`config.mk`:
```
export PLATFORM = sky130hd
export DESIGN_NAME = cfg_loader
export DESIGN_NICKNAME = d
export VERILOG_FILES = /design/src/rtl/cfg_loader.sv
export SDC_FILE = /design/constraint.sdc
export NUM_CORES = 1
export LEC_CHECK = 0
export CORE_MARGIN = 2
export CORE_UTILIZATION = 56
export CTS_BUF_LIST = sky130_fd_sc_hd__clkbuf_2
export CTS_CLUSTER_SIZE = 12
export DETAILED_ROUTE_END_ITERATION = 16
export GPL_ROUTABILITY_DRIVEN = 0
export PLACE_DENSITY = 0.82
export SLEW_MARGIN = 20
export SYNTH_ARGS = -nofsm -noshare
export SYNTH_HDL_FRONTEND = slang
export SYNTH_SLANG_ARGS = --single-unit
```
`constraint.sdc`:
```
create_clock -name clk -period 2.2 [get_ports clk]
set_input_delay 0.44 -clock clk [delete_from_list [all_inputs] [get_ports clk]]
set_output_delay 0.44 -clock clk [all_outputs]
set_load 0.02 [all_outputs]
```
`src/rtl/cfg_loader.sv`:
```
// Serial config bitstream loader: assembles BITS_W-bit words, writes one per routing block.
// Optional even-parity check per word when CFG_PARITY_EN is defined.
module cfg_loader #(
    parameter int BITS_W  = 18,
    parameter int NUM_BLK = 4,
    parameter int IDX_W   = (NUM_BLK > 1) ? $clog2(NUM_BLK) : 1
) (
    input  logic              clk,
    input  logic              rst,
    input  logic              start,
    input  logic              cfg_din,
    input  logic              cfg_valid,
    output logic              cfg_ready,
    output logic [BITS_W-1:0] bits,
    output logic [NUM_BLK-1:0] wr_en,
    output logic              busy,
    output logic              done,
    output logic              err
);

    localparam int CNT_W = $clog2(BITS_W + 1);
`ifdef CFG_PARITY_EN
    localparam int LAST_BIT = BITS_W;
`else
    localparam int LAST_BIT = BITS_W - 1;
`endif

    typedef enum logic [2:0] {
        ST_IDLE,
        ST_SHIFT,
        ST_WRITE,
        ST_DONE
`ifdef CFG_PARITY_EN
        , ST_ERR
`endif
    } state_t;

    state_t               state_q, state_d;
    logic [BITS_W-1:0]    shreg_q, shreg_d;
    logic [CNT_W-1:0]     bit_cnt_q, bit_cnt_d;
    logic [IDX_W-1:0]     blk_idx_q, blk_idx_d;
    logic [BITS_W-1:0]    bits_q, bits_d;
    logic [NUM_BLK-1:0]   wr_en_q, wr_en_d;
    logic [NUM_BLK-1:0]   blk_oh;
    logic                 xfer;

    assign cfg_ready = (state_q == ST_SHIFT);
    assign busy      = (state_q == ST_SHIFT) || (state_q == ST_WRITE);
    assign done      = (state_q == ST_DONE);
`ifdef CFG_PARITY_EN
    assign err       = (state_q == ST_ERR);
`else
    assign err       = 1'b0;
`endif
    assign bits      = bits_q;
    assign wr_en     = wr_en_q;
    assign xfer      = cfg_valid & cfg_ready;

    always_comb begin
        blk_oh = '0;
        for (int i = 0; i < NUM_BLK; i++) begin
            blk_oh[i] = (blk_idx_q == IDX_W'(i));
        end
    end

    always_comb begin
        state_d   = state_q;
        shreg_d   = shreg_q;
        bit_cnt_d = bit_cnt_q;
        blk_idx_d = blk_idx_q;
        bits_d    = bits_q;
        wr_en_d   = '0;
        unique case (state_q)
            ST_IDLE, ST_DONE: begin
                if (start) begin
                    state_d   = ST_SHIFT;
                    bit_cnt_d = '0;
                    blk_idx_d = '0;
                end
            end
`ifdef CFG_PARITY_EN
            ST_ERR: begin
                if (start) begin
                    state_d   = ST_SHIFT;
                    bit_cnt_d = '0;
                    blk_idx_d = '0;
                end
            end
`endif
            ST_SHIFT: begin
                if (xfer) begin
                    shreg_d   = {shreg_q[BITS_W-2:0], cfg_din};
                    bit_cnt_d = bit_cnt_q + CNT_W'(1);
                    if (bit_cnt_q == CNT_W'(LAST_BIT)) begin
                        bit_cnt_d = '0;
`ifdef CFG_PARITY_EN
                        // trailing bit is parity only; keep the data word
                        shreg_d = shreg_q;
                        if (^{shreg_q, cfg_din} == 1'b0) begin
                            bits_d  = shreg_q;
                            wr_en_d = blk_oh;
                            state_d = ST_WRITE;
                        end else begin
                            state_d = ST_ERR;
                        end
`else
                        bits_d  = {shreg_q[BITS_W-2:0], cfg_din};
                        wr_en_d = blk_oh;
                        state_d = ST_WRITE;
`endif
                    end
                end
            end
            ST_WRITE: begin
                if (blk_idx_q == IDX_W'(NUM_BLK - 1)) begin
                    state_d = ST_DONE;
                end else begin
                    blk_idx_d = blk_idx_q + IDX_W'(1);
                    state_d   = ST_SHIFT;
                end
            end
            default: state_d = ST_IDLE;
        endcase
    end

    always_ff @(posedge clk or posedge rst) begin
        if (rst) begin
            state_q   <= ST_IDLE;
            shreg_q   <= '0;
            bit_cnt_q <= '0;
            blk_idx_q <= '0;
            bits_q    <= '0;
            wr_en_q   <= '0;
        end else begin
            state_q   <= state_d;
            shreg_q   <= shreg_d;
            bit_cnt_q <= bit_cnt_d;
            blk_idx_q <= blk_idx_d;
            bits_q    <= bits_d;
            wr_en_q   <= wr_en_d;
        end
    end

endmodule

```
==> run notes <==
From the run reports.

- The capturing element of the worst setup path is busy.
- Per the cell usage report, the commonest logic cells after layout are sky130_fd_sc_hd__dfrtp_1, sky130_fd_sc_hd__clkdlybuf4s50_1, sky130_fd_sc_hd__mux2_2.
- The number of clock sinks reads 48.
- The level count of the clock H-tree is 2.
- In the floorplan report the effective utilization is 0.584.
- The maximum fanout along the worst path reads 5.
- The total area inside the core boundary comes to 3660 sq um.
- The area growth from synthesis to layout reads 18.1%.
- The yosys-reported design area after synthesis is 2140 sq um.
- The largest delay contributor family on the critical path reads buffers and inverters.
- The run finished with clean final reports.
- The launching point of the worst reg2reg path reads bit_cnt_q[1].
- The proportion of final cell area spent on non-clock buffers reads 0.132.
- For this design, Yosys synthesis ends with a cell count of 152.
- In this build the clock could be raised as far as 480 MHz.
- The portion of the post-synthesis area used by sequential elements is 0.562.
- The setup slack of the critical path after layout is 116 ps.
- The mean post-synth cell area is 14.1 sq um.
- The final-layout clock buffer total is 5.
- The pin count of the biggest net entering global routing reads 49.
- The overall die height is 65.8 um.
- The I/O pin count reads 31.
- The fraction of post-synthesis cell area in the top cell type by area is 0.562.
- The count of synthesis-stage warnings from yosys reads 0.
- The sequential cell count of the final layout reads 48.
- Across the whole layout, storage elements account for 1200 sq um.
- The ratio of routed vias to standard cells is 5.21.
- The floorplan row count is 22.
- The final core utilization is 0.689.
- The detailed-route wire length per cell is 14.0 um.
- The total placed cells including tap cells is 227.
- On the worst setup and hold paths after CTS, the clock-pin slew comes to 240 ps.
- The number of global-route vias before repair is 1213.
- Listed in order, past its start point the critical path passes inv_1 -> ha_1 -> inv_1 -> dlygate4sd2_1.
- The count of final hold-check violations is 0.
- Counting buffers and inverters, the worst setup path is 4 cells deep.
- The antenna violation net count after detailed routing is 0.
- The timing report gives the worst reg2reg path a setup slack of 400 ps.
- The cell taking the most area after synthesis is sky130_fd_sc_hd__dfrtp_1.
- The nature of the critical path endpoint reads an output pin.
- TritonCTS created 5 clock buffers.
- The number of signal-net buffers in the layout reads 33.
- Once layout is complete, the cells apart from fillers number 236.
- The number of flip-flops and latches in the synthesized netlist reads 48.
- The end of the worst register-to-register path reads bits[1].
- The die width reads 65.8 um.
- The initial antenna violation count reads 0.
- Setup violations remaining at the end of the flow were counted as 0.
- The most prevalent standard cell on the critical path reads sky130_fd_sc_hd__inv_1.
- According to the finish report, the design has a final net count of 202.
- For this run, the slowest stage of the critical path takes 400 ps.
- The buffer and inverter count on the worst path is 3.
- The share of cell area taken by multi-input logic gates reads 0.333.
- The category of the most critical setup path reads reg -> out.
- Setup repair after global routing left no endpoint under its margin.
- The number of remaining DRC errors reads 0.
- The clock tree from TritonCTS reads done.
- The multi-input logic cell count is 87.
- The biggest area consumer among cell classes reads flip-flops and latches.
- The leakage component of the power was reported as 1.26 nW.
- The worst VDD IR drop from the latest analysis is 0.867 mV.
- The count of buffers added on input and output ports is 29.
- The post-route setup TNS reads 0 ps.
- The total area of multi-input combinational cells is 841 sq um.
- The worst setup timing slack at the placement stage reads 222 ps.
- The critical path launch point type is a register.
- The most frequent logic cell in the layout reads sky130_fd_sc_hd__dfrtp_1.
- After filler insertion, the fill cell instance count of the layout stands at 266.
- The number of nets in the synthesized netlist reads 167.
- Data on the critical path is required at its endpoint by 1760 ps.
- The number of maximum-capacitance violations recorded for the run is 0.
- The starting DRC count in detailed routing is 45.
- The overall overflow remaining after global route is 0.
- The first global-routing pass estimated 5510 um of wire.
- The total tool warning count is 33.
- In the finished design, the share of the clock period the worst path needs comes to 0.947.
- The fraction of area in registers is 0.476.
- The final critical path time including I/O delays and setup reads 2080 ps.
- The worst setup path startpoint reads state_q[0].
- Max-slew check failures listed in the final report amount to 0.
- The antenna diode count is 0.
- The placed wire-length estimate is 2310 um.
- The worst-case clock buffer depth reads 2.
- The first-pass iteration count of the detailed router reads 4.
- The power density over the cells is 941 nW/um^2.
- The total global routing track utilization reads 0.172.
- The master of the slowest instance on the critical path is sky130_fd_sc_hd__dfrtp_1.
- The count of different cell masters after synthesis is 30.
- Between clock sinks in the finished design, the worst skew comes to 13.6 ps.
- The main area contributors are sky130_fd_sc_hd__dfrtp_1, sky130_fd_sc_hd__mux2_4, sky130_fd_sc_hd__mux2_2.
- The tree is rooted in a sky130_fd_sc_hd__clkbuf_2.
- Per the final layout report, the fraction of cells sized above drive strength 1 comes to 0.282.
- The count of mapped cells out of synthesis reads 152.
- Per the final report, the share of cell area in clock cells is 0.0174.
- The final total power reads 0.00237 W.
- The tap cell instance count reads 48.
- The logic depth of the worst register-to-register path is 5.
## metal layers
layer / routed length (um) / part of all wire / GRT usage
met5: 0 / 0 / 0
met4: 35 / 0.011 / 0.0599
met3: 140 / 0.042 / 0.0613
met2: 1720 / 0.52 / 0.293
met1: 1420 / 0.43 / 0.201
## how the worst min path moves through the flow
| stage | start | endpoint | slack (ps) | depth (start not counted) |
|---|---|---|---|---|
| after global routing | rst | shreg_q[5] | 280 | 3 |
| after global placement | bit_cnt_q[4] | bit_cnt_q[4] | 470 | 1 |
| after floorplan | bit_cnt_q[4] | bit_cnt_q[4] | 440 | 1 |
| final | rst | shreg_q[6] | 330 | 3 |
| after detailed placement | shreg_q[16] | bits[17] | 490 | 1 |
| after CTS | rst | shreg_q[5] | 310 | 3 |
## metrics by stage
stage / instance area [sq um] / hold slack [ps]
6_report: 2520 / 326
5_1_grt: 2520 / 280
4_1_cts: 2520 / 312
3_5_place_dp: 2470 / 493
3_3_place_gp: 2470 / 469
2_1_floorplan: 2140 / 440
## where the power goes
part | total (W) | internal, W | leakage [nW] | switching, W
Clock | 0.000354 | 0.0000772 | 0.0327 | 0.000277
Sequential | 0.00122 | 0.00107 | 0.644 | 0.000154
Combinational | 0.000797 | 0.000400 | 0.587 | 0.000397
## state kept, by name, indices dropped and copies added, names as in the netlist
register,flops
blk_idx_q,2
shreg_q,17
state_q,2
bit_cnt_q,5
bits,18
wr_en,4
## cells in the mapped netlist
library cell and instances:
sky130_fd_sc_hd__nor2_1 5, sky130_fd_sc_hd__o31ai_1 1, sky130_fd_sc_hd__and4bb_2 1, sky130_fd_sc_hd__mux2i_1 1, sky130_fd_sc_hd__or3_4 1, sky130_fd_sc_hd__ha_1 10
sky130_fd_sc_hd__nor3_1 1, sky130_fd_sc_hd__nand3_1 2, sky130_fd_sc_hd__buf_4 1, sky130_fd_sc_hd__mux2_4 16, sky130_fd_sc_hd__mux2_2 19, sky130_fd_sc_hd__nand2_2 1
sky130_fd_sc_hd__dfrtp_1 48, sky130_fd_sc_hd__buf_6 4, sky130_fd_sc_hd__nand2_1 3, sky130_fd_sc_hd__o41ai_1 1, sky130_fd_sc_hd__o22a_1 1, sky130_fd_sc_hd__a21oi_1 3
sky130_fd_sc_hd__o22ai_1 1, sky130_fd_sc_hd__nor2b_1 2, sky130_fd_sc_hd__and2_1 1, sky130_fd_sc_hd__and3b_1 1, sky130_fd_sc_hd__o21ai_0 9, sky130_fd_sc_hd__nand3_4 1
sky130_fd_sc_hd__conb_1 1, sky130_fd_sc_hd__nand2b_1 2, sky130_fd_sc_hd__and3_1 1, sky130_fd_sc_hd__a22oi_1 1, sky130_fd_sc_hd__a21o_1 1, sky130_fd_sc_hd__inv_1 12
## logic make-up (layout without fill, tap and decap cells)
group	after synthesis	after routing	synth area share
DFF	48	48	0.562
muxes	36	36	0.217
and+or+nand+nor	22	22	0.0650
AOI/OAI and AO/OA	18	18	0.0498
buffers and inverters	17	53	0.0457
adders and majority gates	10	10	0.0585
other	1	1	0.00175
## timing repair
action,CTS,global route
pin swaps,0,0
setup buffers,1,0
gates resized,3,1
cloned,0,0
setup endpoints to repair,2,1
Fig. 1: the metal 2 layer
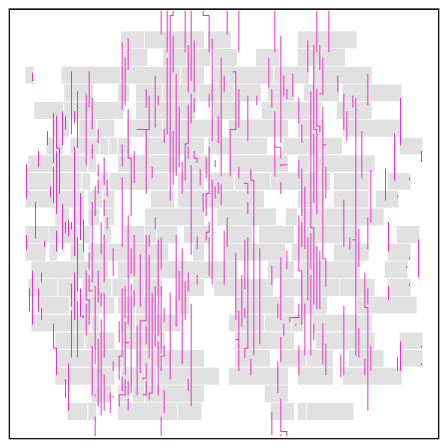
The layer carries 1720 um of wire. The longest straight run is 39.4 um. The wires run mostly vertical. 176 nets have wire on it. The layer holds 52% of the routed length.

Fig. 2: clock wires, drivers and flops
Scale bar: 20 um.
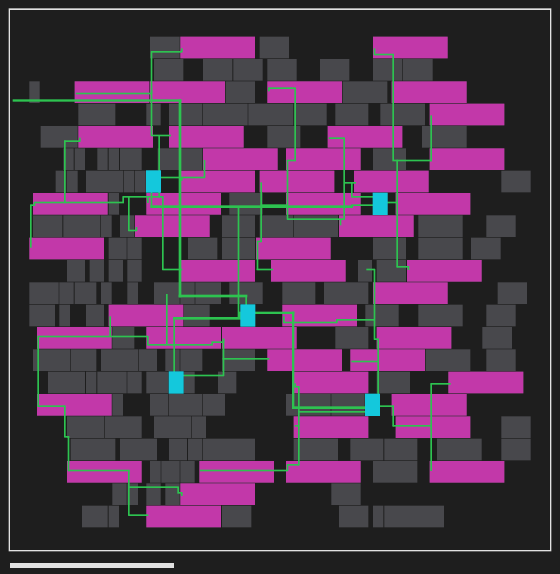
Key: cyan = cells driving clock nets [count 5]; magenta = flip-flops [count 48]; green = clock wires [length 519 um]
There are 6 routed clock nets. Position of the flops: all over the die.

Power is estimated from default activity; no workload was simulated.
